File: src/rtl/unidade_entrada.sv
// External-input unit: stalls the core until a debounced button press captures the switches.
// Define ENTRADA_SINAL_EN to sign-extend the switch value instead of zero-extending it.
module unidade_entrada #(
    parameter int SW_W       = 10,
    parameter int DEB_CYCLES = 500000
) (
    input  logic            clk,
    input  logic            reset,
    input  logic            pedido,
    input  logic [SW_W-1:0] chaves,
    input  logic            botao,
    output logic [31:0]     dado_entrada,
    output logic            pausa,
    output logic            pronto
);

    localparam int CW = $clog2(DEB_CYCLES + 1);
    localparam logic [CW-1:0] CNT_MAX = CW'(DEB_CYCLES - 1);

    typedef enum logic [2:0] {
        OCIOSO,
        ESPERA_SOLTAR,
        ESPERA_PRESS,
        DEBOUNCE,
        PRONTO
    } estado_t;

    estado_t         state, state_n;
    logic [CW-1:0]   cnt, cnt_n;
    logic [31:0]     dado_n;
    logic [31:0]     ext;
    logic            btn_m, btn_s;
    logic [SW_W-1:0] sw_m, sw_s;
    logic            captura;

    // Two-flop synchronizers for the asynchronous board inputs
    always_ff @(posedge clk) begin
        if (reset) begin
            btn_m <= 1'b0;
            btn_s <= 1'b0;
            sw_m  <= '0;
            sw_s  <= '0;
        end else begin
            btn_m <= botao;
            btn_s <= btn_m;
            sw_m  <= chaves;
            sw_s  <= sw_m;
        end
    end

    always_comb begin
        ext = 32'd0;
        for (int i = 0; i < 32; i++) begin
            if (i < SW_W) begin
                ext[i] = sw_s[i];
            end else begin
`ifdef ENTRADA_SINAL_EN
                ext[i] = sw_s[SW_W-1];
`else
                ext[i] = 1'b0;
`endif
            end
        end
    end

    always_ff @(posedge clk) begin
        if (reset) begin
            state        <= OCIOSO;
            cnt          <= '0;
            dado_entrada <= 32'd0;
        end else begin
            state        <= state_n;
            cnt          <= cnt_n;
            dado_entrada <= dado_n;
        end
    end

    always_comb begin
        state_n = state;
        cnt_n   = cnt;
        dado_n  = dado_entrada;
        captura = 1'b0;
        pausa   = 1'b0;
        pronto  = 1'b0;
        unique case (state)
            OCIOSO: begin
                pausa = pedido;
                if (pedido) begin
                    state_n = ESPERA_SOLTAR;
                end
            end
            ESPERA_SOLTAR: begin
                pausa = 1'b1;
                if (!btn_s) begin
                    state_n = ESPERA_PRESS;
                end
            end
            ESPERA_PRESS: begin
                pausa = 1'b1;
                if (btn_s) begin
                    state_n = DEBOUNCE;
                    cnt_n   = '0;
                end
            end
            DEBOUNCE: begin
                pausa = 1'b1;
                if (!btn_s) begin
                    state_n = ESPERA_PRESS;
                    cnt_n   = '0;
                end else if (cnt == CNT_MAX) begin
                    captura = 1'b1;
                    state_n = PRONTO;
                end else begin
                    cnt_n = cnt + 1'b1;
                end
            end
            PRONTO: begin
                pronto  = 1'b1;
                state_n = OCIOSO;
            end
            default: begin
                state_n = OCIOSO;
            end
        endcase
        if (captura) begin
            dado_n = ext;
        end
    end

endmodule
File: config.mk
export PLATFORM = sky130hd
export DESIGN_NAME = unidade_entrada
export DESIGN_NICKNAME = d
export VERILOG_FILES = /design/src/rtl/unidade_entrada.sv
export SDC_FILE = /design/constraint.sdc
export NUM_CORES = 1
export LEC_CHECK = 0
export CAP_MARGIN = 20
export CORE_MARGIN = 4
export CORE_UTILIZATION = 26
export DETAILED_ROUTE_END_ITERATION = 10
export RECOVER_POWER = 100
export REMOVE_ABC_BUFFERS = 1
export SLEW_MARGIN = 20
export SYNTH_ARGS = -nofsm -noshare
export SYNTH_HDL_FRONTEND = slang
export SYNTH_SLANG_ARGS = --single-unit
File: constraint.sdc
create_clock -name clk -period 2.36 [get_ports clk]
set_input_delay 0.472 -clock clk [delete_from_list [all_inputs] [get_ports clk]]
set_output_delay 0.472 -clock clk [all_outputs]
set_load 0.005 [all_outputs]
### Placement density heat map, run 1

Scale: 4 px per um. The die is cut into 11 by 11 equal tiles; dark blue is low, red is high, 0 to 100% covered.
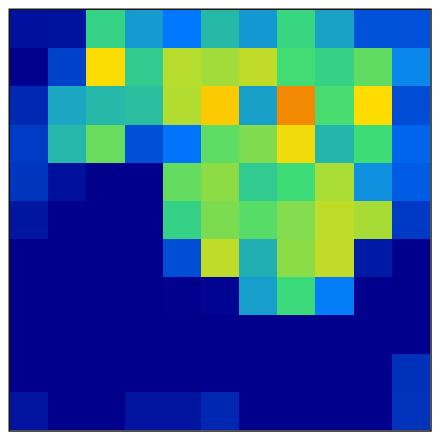
The fullest tile reaches 84%. The mean over all tiles is 24%. 1.7% of the tiles are over 75% full. The densest ninth of the die: top middle. 38% of the tiles are nearly empty. The emptiest ninth of the die: bottom left.
fp util: 26.6%
Core Util, Final: 30.4%
core area: 9200 sq um

### Clock distribution, run 1

Scale: 4 px per um.
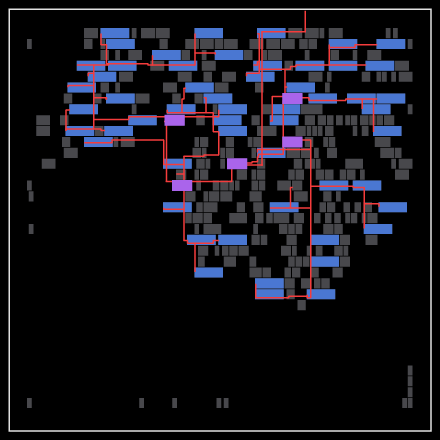
Key: blue = flip-flops [count 54]; red = clock wires [length 612 um]; purple = clock-net drivers [count 5]
There are 6 routed clock nets.
Clk pwr share: 32.4%
clk ins delay skew pair: 0.30 ns

### Track usage over the die, run 1

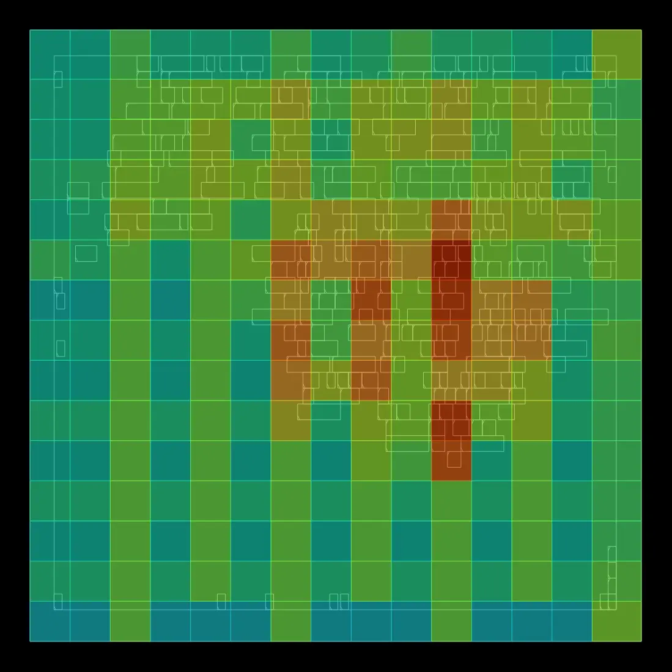
GRT Max-Usage Layer: met2
routed length per instance: 12.2 um
M1 GR Usage: 11.6%
gr usage total: 9.25%

==> Slide: Implementation Results, run 1 <==
Implementation Results

Run status
  • Outcome: finished, final reports clean

Logic synthesis
  • Flip-flops with a built-in enable: 0
  • Main logic family: simple AND/OR/NAND/NOR gates
  • Yosys adder share: 1.02%
  • Most frequent cells after synthesis: dfxtp_1 (54), nor2b_1 (24), buf_4 (23), nor2_1 (23), a31oi_1 (18)
  • Post-synth seq share: 44.1%
  • Cell count after synthesis: 270
  • Post-synthesis chip area from yosys: 2450 sq um
  • Main flop type: dfxtp_1
  • Top-area cell share: 44.1%
  • Synth async-reset ratio: 0%
  • Cell Type Count: 44
  • Synth Area in Simple Gates: 25.8%

Place
  • Post-place setup slack: 0.312 ns
  • Placed insts: 400
  • Port buffer count: 25
  • Dpl cell area: 2740 sq um

Setup path
  • Worst Path Required: 2.50 ns
  • WP data arrival: 2.23 ns
  • Crit-path slowest cell: or4b_1
  • Slowest Stage Delay on Critical Path: 0.56 ns

Global route
  • M3 GR Usage: 1.54%
  • Met2 usage: 15.9%
  • Largest net degree at the start of global routing: 31
  • First-pass GRT wire length: 8630 um
  • Number of global-route vias before repair: 1900
  • Antenna violations before repair: 0
  • Gr ovfl total: 0

Final layout
  • Synth-to-layout area growth: 13.9%
  • Fin area: 2790 sq um
  • # fillers: 977
  • Share of layout cells above drive strength 1: 7.09%
  • MI comb area: 1160 sq um

Timing
  • Final period util: 88.7%
  • Setup Skew: 0.00534 ns
  • Rel. slew slack: 22.3%
  • Final hold viol count: 0
  • Min Tclk post-route: 2.09 ns
  • Max Fclk: 0.478 GHz

Drt
  • Max layer used: met4
  • DRT iter0 DRCs: 129
  • Post-route antenna net violation count: 0
  • Met3 WL: 192 um
  • Met2 wire len: 2380 um
  • Final wirelength: 4970 um
  • DRT met1 WL: 2320 um

Power
  • Power Dens Cells: 551 nW/um^2
  • Pwr Total: 1.54 mW
  • Logic gate share of total power: 6.2%
  • Net Sw Power: 356 uW
  • Sequential power share: 61.4%

Floorplanning
  • Num rows: 35
  • Chip Height: 105 um
  • Die Wd: 105 um
  • Die ar.: 11000 sq um

CTS
  • CTS clock-pin slew for the worst setup and hold paths: 0.10 ns
  • CTS tree: yes
  • Hold-fix buffer count after cts: 0
  • Total CTS buffers: 5
  • Post-CTS sizing: 0
  • Buffer depth of the longest clock path: 2

Run
  • Max Cap Viol: 0
  • Number of OpenROAD warnings: 26
-- run 1: worst paths after layout --
path	startpoint	endpoint	slack [ns]	depth (start not counted)
max	cnt[7]	cnt[6]	0.27	6
min	sw_m[9]	sw_s[9]	0.44	1
max reg2reg	cnt[7]	cnt[6]	0.27	6
min reg2reg	sw_m[9]	sw_s[9]	0.44	1
-- run 1: sequential cells by signal, indices dropped and copies added (netlist names) --
| name | count |
|---|---|
| btn_m | 1 |
| btn_s | 1 |
| cnt | 19 |
| state | 3 |
| dado_entrada | 10 |
| sw_s | 10 |
| sw_m | 10 |
-- run 1: area by class of cell --
cell class,instances,area share [%]
timing repair buffer,35,11.0
clock buffer,5,2.47
multi-input combinational,194,41.5
inverter,6,0.807
clock inverter,2,0.538
tap,111,4.98
sequential,54,38.7
-- run 1: logic make-up (layout without fill, tap and decap cells) --
kind of cell / after synthesis / after routing
AND/OR/NAND/NOR: 112 / 112
flip-flops: 54 / 54
AND-OR/OR-AND: 47 / 47
buffers and inverters: 43 / 48
multiplexers: 11 / 11
adder cells (fa/ha/maj): 2 / 2
other: 1 / 22
-- run 1: placed cells by master, fill, tap and decap left out, drive strengths merged, types with 5 or more instances in the layout --
master / n
conb: 22
nand2: 13
buf: 6
clkdlybuf4s50: 13
nor3: 10
nor2: 23
inv: 6
dlygate4sd3: 11
clkbuf: 10
a21oi: 7
mux2i: 11
o21ai: 6
a31oi: 18
nor2b: 24
dfxtp: 54
nand3: 11
nand4: 5
-- run 1: worst max-delay path: cells and delay by family (launching register included) --
kind,cells,cell delay (ns)
flip-flops,1,0.33
buffers and inverters,1,0.25
AND-OR/OR-AND,2,0.33
AND/OR/NAND/NOR,3,1.02
==> run 2, diff against run 1 <==
SKIP_CTS_REPAIR_TIMING = 1   (was not set)
SLEW_MARGIN = 5   (was 20)
### Track usage over the die, run 2

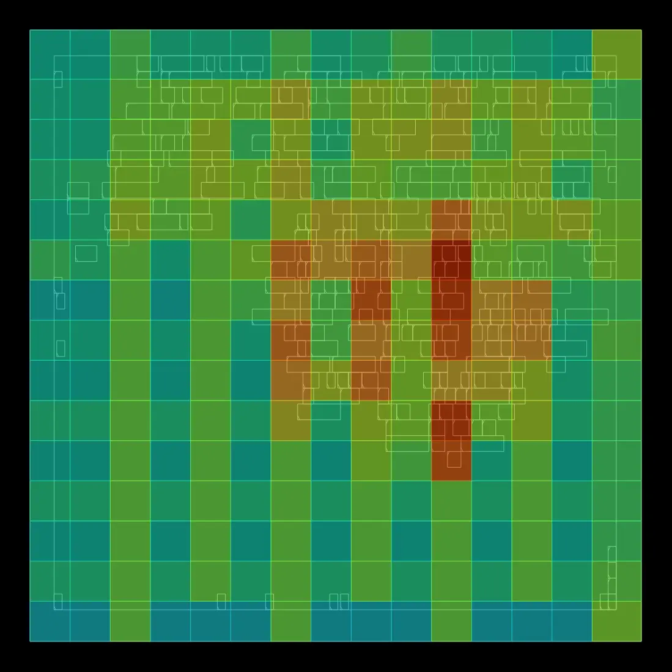
M3 GR Usage: 1.54%
met2 usage: 15.9%

==> Slide: Implementation Results, run 2 <==
Implementation Results

Run status
  • Outcome: finished, final reports clean (unchanged)

Place
  • Placer Congestion: 0.849 (unchanged)
  • Placed insts: 400 (unchanged)
  • Dpl cell area: 2740 sq um (unchanged)

Timing
  • Rel. slew slack: 22.3% (unchanged)
  • Total negative slack: 0 ns (unchanged)
  • Setup Skew: 0.00534 ns (unchanged)
  • Final hold viol count: 0 (unchanged)
  • Min Tclk post-route: 2.09 ns (unchanged)
  • Final Slew Violations: 0 (unchanged)
  • Max Fclk: 0.478 GHz (unchanged)
  • Final period util: 88.7% (unchanged)

Logic synthesis
  • Cell count after synthesis: 270 (unchanged)
  • Yosys cell count: 270 (unchanged)
  • Post-synth seq share: 44.1% (unchanged)
  • Synth async-reset ratio: 0% (unchanged)
  • Most frequent cells after synthesis: dfxtp_1 (54), nor2b_1 (24), buf_4 (23), nor2_1 (23), a31oi_1 (18) (unchanged)
  • Main flop type: dfxtp_1 (unchanged)
  • Cell Type Count: 44 (unchanged)
  • Post-synthesis chip area from yosys: 2450 sq um (unchanged)
  • Top-area cell share: 44.1% (unchanged)
  • Cell area leaders: dfxtp_1 (44%), buf_4 (7.0%), nor2b_1 (6.1%) (unchanged)
  • Flip-flops with a built-in enable: 0 (unchanged)
  • Ys flops: 54 (unchanged)

Drt
  • DRT iter0 DRCs: 129 (unchanged)
  • Post-route antenna net violation count: 0 (unchanged)
  • 1st-pass router iterations: 4 (unchanged)
  • Routed length per instance: 12.2 um (unchanged)
  • Final wirelength: 4970 um (unchanged)
  • Total vias in the final route: 1915 (unchanged)

Setup path
  • WP data arrival: 2.23 ns (about the same)
  • Crit start category: flop (unchanged)
  • CP Max Fanout: 12 (unchanged)
  • R2R depth: 6 (unchanged)
  • Worst Path Required: 2.50 ns (about the same)

Final layout
  • MI comb area: 1160 sq um (unchanged)
  • # fillers: 977 (unchanged)
  • Most frequent logic cell in the layout: dfxtp_1 (unchanged)
  • Top Layout Cells: dfxtp_1 (54), nor2b_1 (24), nor2_1 (23), conb_1 (22), a31oi_1 (18) (unchanged)
  • Nets@finish: 312 (unchanged)
  • Fin cells: 407 (unchanged)
  • Synth-to-layout area growth: 13.9% (unchanged)
  • Largest register FFs: 19 (unchanged)
  • Share of layout cells above drive strength 1: 7.09% (unchanged)
  • Most flops, register: cnt (unchanged)
  • Fin area: 2790 sq um (unchanged)

Global route
  • Gr usage total: 9.25% (unchanged)
  • Largest net degree at the start of global routing: 31 (unchanged)
  • First-pass GRT wire length: 8630 um (unchanged)
  • Gr ovfl total: 0 (unchanged)
  • Antenna violations before repair: 0 (unchanged)
  • Number of global-route vias before repair: 1900 (unchanged)

Floorplanning
  • Chip Height: 105 um (unchanged)
  • Die ar.: 11000 sq um (unchanged)
  • Fp util: 26.6% (unchanged)
  • Num rows: 35 (unchanged)
  • Die Wd: 105 um (unchanged)
  • Core area: 9200 sq um (unchanged)

Power
  • Sequential power share: 61.4% (about the same)
  • Net Sw Power: 356 uW (unchanged)
  • Clk. pwr: 499 uW (about the same)
  • Clk pwr share: 32.4% (about the same)
  • Power Dens Cells: 551 nW/um^2 (unchanged)
  • Maximum vdd drop: 0.253 mV (unchanged)
  • Pwr Total: 1.54 mW (unchanged)
  • Comb. pwr: 94.6 uW (about the same)
  • Logic gate share of total power: 6.2% (about the same)

CTS
  • CTS sink cnt: 54 (unchanged)
  • CTS tree: yes (unchanged)
  • CTS clock-pin slew for the worst setup and hold paths: 0.10 ns (about the same)
  • Total CTS buffers: 5 (unchanged)
  • Buffer depth of the longest clock path: 2 (unchanged)
  • Clk ins delay skew pair: 0.30 ns (about the same)

Worst hold path
  • Hold Path Class: flop to flop (unchanged)
  • Hold path depth: 1 (unchanged)

Run
  • Number of OpenROAD warnings: 26 (unchanged)
  • Max Cap Viol: 0 (unchanged)
### Nets reached from selected ports, run 2

Scale: 3 px per um.
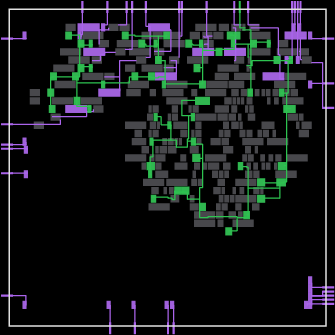
Key: green = reset [bits 1, direction input, edge top, end cells 55, buffers 3, wire 492 um]; purple = dado_entrada [bits 32, direction output, edge 14 top, 8 right, 6 left, 4 bottom, end cells 32, buffers 10, wire 419 um]
I/O Pins: 48
port buffer count: 25

[run 2: cell counts after synthesis]
Identical to the previous run, type by type.
[run 2: cell type report]
class / count / share of cell area (%)
Timing Repair Buffer: 35 / 11.0
Sequential cell: 54 / 38.7
Tap cell: 111 / 4.98
Clock inverter: 2 / 0.538
Multi-Input combinational cell: 194 / 41.5
Clock buffer: 5 / 2.47
Inverter: 6 / 0.807
[run 2: worst paths after layout]
check | start | to | slack (ns)
worst max-delay path | cnt[7] | cnt[6] | 0.27
worst min-delay path | sw_m[9] | sw_s[9] | 0.44
worst max register to register | cnt[7] | cnt[6] | 0.27
worst min register to register | sw_m[9] | sw_s[9] | 0.44
[run 2: kinds of logic after synthesis]
logic type	count (synthesis)	share of synthesized area [%]
mux	11	4.49
flops	54	44.1
compound gates	47	13.2
buf+inv	43	11.2
other cells	1	0.153
simple gates	112	25.8
fa+ha+maj	2	1.02
[run 2: worst max-delay path, cell delays in order (launching register included)]
cell and delay (ns):
dfxtp_1 0.33, or4b_1 0.56, nor4_1 0.35, nand2_1 0.11
clkbuf_2 0.25, a41oi_1 0.26, a211oi_1 0.07
[run 2: through the flow]
| step | setup WS [ns] | hold WS (ns) | util, % |
|---|---|---|---|
| floorplan | 0.290 | 0.414 | - |
| global placement | 0.309 | 0.417 | 29.8 |
| detailed placement | 0.312 | 0.420 | 29.8 |
| CTS | 0.281 | 0.445 | 30.7 |
| global route | 0.123 | 0.461 | 30.4 |
| finish | 0.267 | 0.442 | 30.4 |
[run 2: metal layers]
metal	share of wire, %	vias to the layer above	global-route usage (%)
li1	-	955	-
met1	47	907	11.6
met2	48	47	15.9
met3	3.9	6	1.54
met4	1.5	0	3.19
met5	0	-	0
Power figures rest on the tool's default switching activity, not on a simulated workload.
